run_1/clock_nets.png
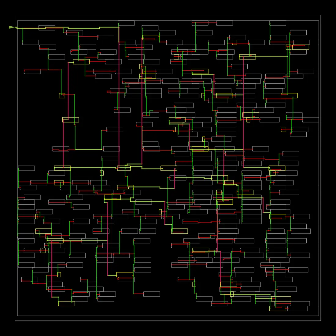
run_1/m3.png
Scale: 3 px per um.
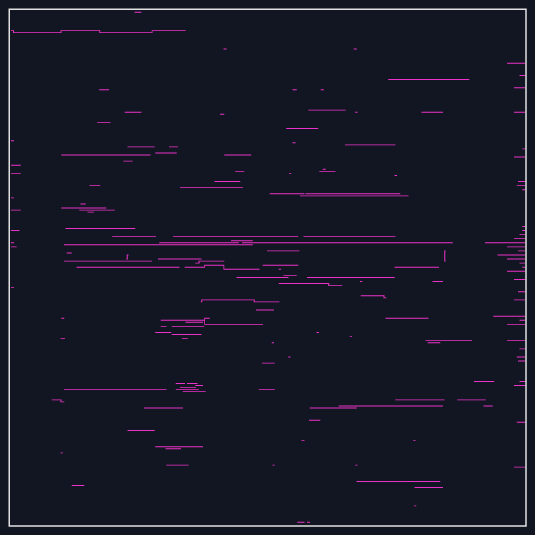
run_1/ff_map.png
Scale: 2 px per um. Other sequential cells in the stronger grey, the rest of the logic in the fainter grey.
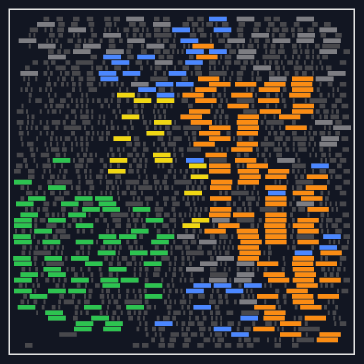
==> config.mk <==
export PLATFORM = sky130hd
export DESIGN_NAME = eth_rx_seq_window
export DESIGN_NICKNAME = d
export VERILOG_FILES = /design/src/rtl/eth_rx_seq_window_pkg.sv /design/src/rtl/eth_rx_seq_window_ack.sv /design/src/rtl/eth_rx_seq_window.sv
export SDC_FILE = /design/constraint.sdc
export NUM_CORES = 1
export LEC_CHECK = 0
export ABC_AREA = 1
export CELL_PAD_IN_SITES_DETAIL_PLACEMENT = 1
export CELL_PAD_IN_SITES_GLOBAL_PLACEMENT = 1
export CORE_UTILIZATION = 44
export DETAILED_ROUTE_END_ITERATION = 12
export PLACE_DENSITY_LB_ADDON = 0.1
export SETUP_SLACK_MARGIN = 0.2
export SYNTH_ARGS = -nofsm -noshare
export SYNTH_HDL_FRONTEND = slang
export SYNTH_SLANG_ARGS = --single-unit
==> constraint.sdc <==
create_clock -name clk -period 6.6 [get_ports clk]
set_input_delay 0.99 -clock clk [delete_from_list [all_inputs] [get_ports clk]]
set_output_delay 0.99 -clock clk [all_outputs]
set_load 0.05 [all_outputs]
==> results.toml, run 1 <==
# yosys + openroad results
[finish]
design_area_um2 = 15900
area_delta_synth_final_pct = 25.7
comb_area_um2 = 4680
dominant-cell-class = "sequential cells"
final_cells = 1927
largest_reg_flops = 104
inv_count = 173

[global_routing]
met2_usage_pct = 46.6
grt_overflow = 0

[final_timing]
worst-slew-pin-transition_ns = 0.980
max-slew-margin-rel_pct = 34.7
rsz0062_at_grt = "false"
clock.fmax_mhz = 165
fin_ws_ns = 0.552
setup_tns_ns = 0

[synthesis]
ys_sh_aoi_pct = 12.3
yosys.area.top_type = "dfrtp_1"
synth_top_flop_cell = "dfrtp_1"
edf_count = 104
synth_top_area_share_pct = 32.2
yosys_cells = 1339
ys_area_um2 = 12700
synth-simple-area-share_pct = 18.0

[setup_path]
critPathCaptureType = "flop"
cp.arrival_ns = 6.49
cp_num_cells = 36
r2r_cells = 29
required_ns = 7.05

[routing]
drc = 0
highest_layer = "met4"
wire_per_inst_um = 20.3
dr.pass1.iters = 7

[status]
status = "finished, final reports clean"

[placed_design]
placed_area_um2 = 14900
gp_congestion = 0.874

[clock_tree]
clock_latency_ns = 0.57
cts_sinks = 267
cts_tree = "done"
cts_htree_levels = 1
clk_pin_slew_ns = 0.06

[run]
openroad.warnings = 33
maxCapViolCount = 0

[floorplan]
rows = 61
dieArea_um2 = 29500
die_x_um = 172
initCoreUtil_pct = 45.1

[power]
p_sw_share_pct = 38.6
p_sw_w = 0.00204
ir_worst_vdd_mv = 0.177
seq-power_w = 0.00186
About clock_nets.png:
clock network power: 0.00157 W
CTS Buf Count: 29
Seq cells: 267

About m3.png:
- main direction: horizontal
- share of all routed wire: 3.6%
Via Count: 10500
final wirelength: 39200 um

About ff_map.png:
- orange: u_ack_fifo.mem (flops 104)
- yellow: cur_seq (flops 16; where middle)
- green: expected (flops 64)
- blue: rx_out (flops 34)
- not coloured: 49
storage element area: 7200 um2
Util after Layout: 56.7%
flop share of the area: 45.2%

==> run 1 -> run 2 <==
--- a/config.mk
+++ b/config.mk
@@ -8,8 +8,10 @@
 export ABC_AREA = 1
 export CELL_PAD_IN_SITES_DETAIL_PLACEMENT = 1
 export CELL_PAD_IN_SITES_GLOBAL_PLACEMENT = 1
+export CORE_MARGIN = 1
 export CORE_UTILIZATION = 44
 export DETAILED_ROUTE_END_ITERATION = 12
+export MAX_ROUTING_LAYER = met4
 export PLACE_DENSITY_LB_ADDON = 0.1
 export SETUP_SLACK_MARGIN = 0.2
 export SYNTH_ARGS = -nofsm -noshare
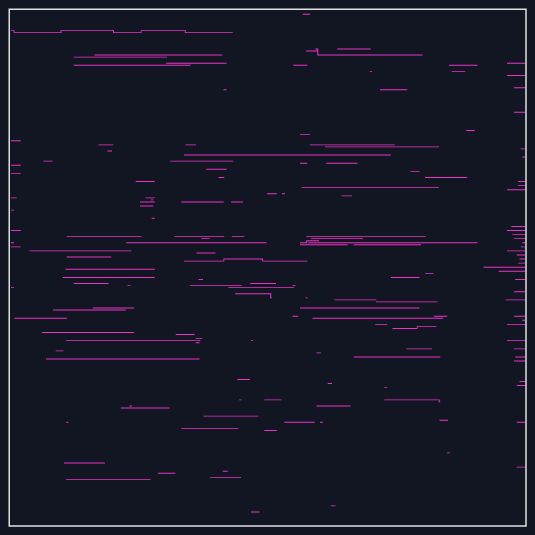
run_2/m3.png
Scale: 3 px per um.
Via Count: 10500
final wirelength: 39600 um

==> run 2 against run 1 <==
  * Count of clock-buffer cells in the layout rose by 5
  * Hold slack got worse by 0.014 ns
  * Final cell count up 0.36%
  * First-iteration DRC count shrank 7.5%
  * Critical path type unchanged
  * Largest cell class unchanged
==> results.toml, run 2 <==
# yosys + openroad results
[power]
ir_worst_vdd_mv = 0.228
clk-power_w = 0.00167
seq-power_w = 0.00186
p_sw_share_pct = 37.4
p_sw_w = 0.00201

[final_timing]
setup_tns_ns = 0

[synthesis]
synth-simple-area-share_pct = 18.0
yosys_cells = 1339
yosys.area.top_type = "dfrtp_1"
synth_top_area_share_pct = 32.2
edf_count = 104
synth_top_flop_cell = "dfrtp_1"
ys_sh_aoi_pct = 12.3

[finish]
largest_reg_flops = 104
inv_count = 173
regArea_um2 = 7200
dominant-cell-class = "sequential cells"
final_cells = 1934
ff_count = 267

[setup_path]
cp_num_cells = 35
required_ns = 7.04
critPathCaptureType = "flop"

[routing]
drc = 0

[floorplan]
initCoreUtil_pct = 45.1
dieArea_um2 = 29500
rows = 61
die_x_um = 172

[global_routing]
grt_overflow = 0

[status]
status = "finished, final reports clean"

[placed_design]
gp_congestion = 0.906
placed_area_um2 = 14900

[clock_tree]
cts_htree_levels = 1
clock_latency_ns = 0.56
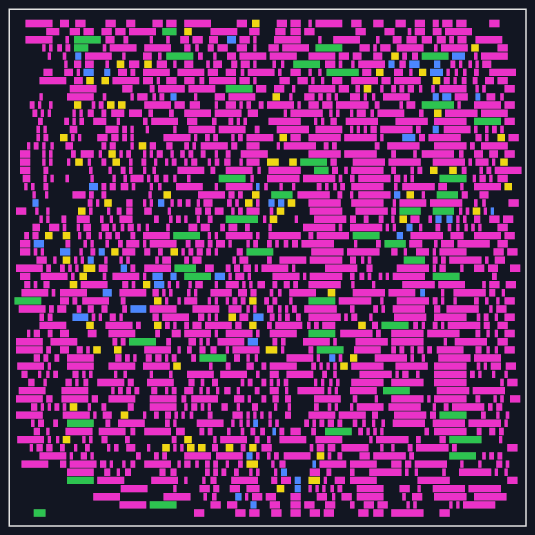
run_2/sizing.png
Scale: 3 px per um.
- blue: x2 (cells 52; most used nor2_2)
- green: x6 and larger (cells 44; most used clkbuf_16)
- magenta: x1 and smaller (cells 1383; most used nand2_1)
- yellow: x3 and x4 (cells 77; most used buf_4)
Final Worst Setup Slack: 0.591 ns
area grow syn2layout: 26.4%
design area: 16000 um2

Power and IR drop assume default switching activity.
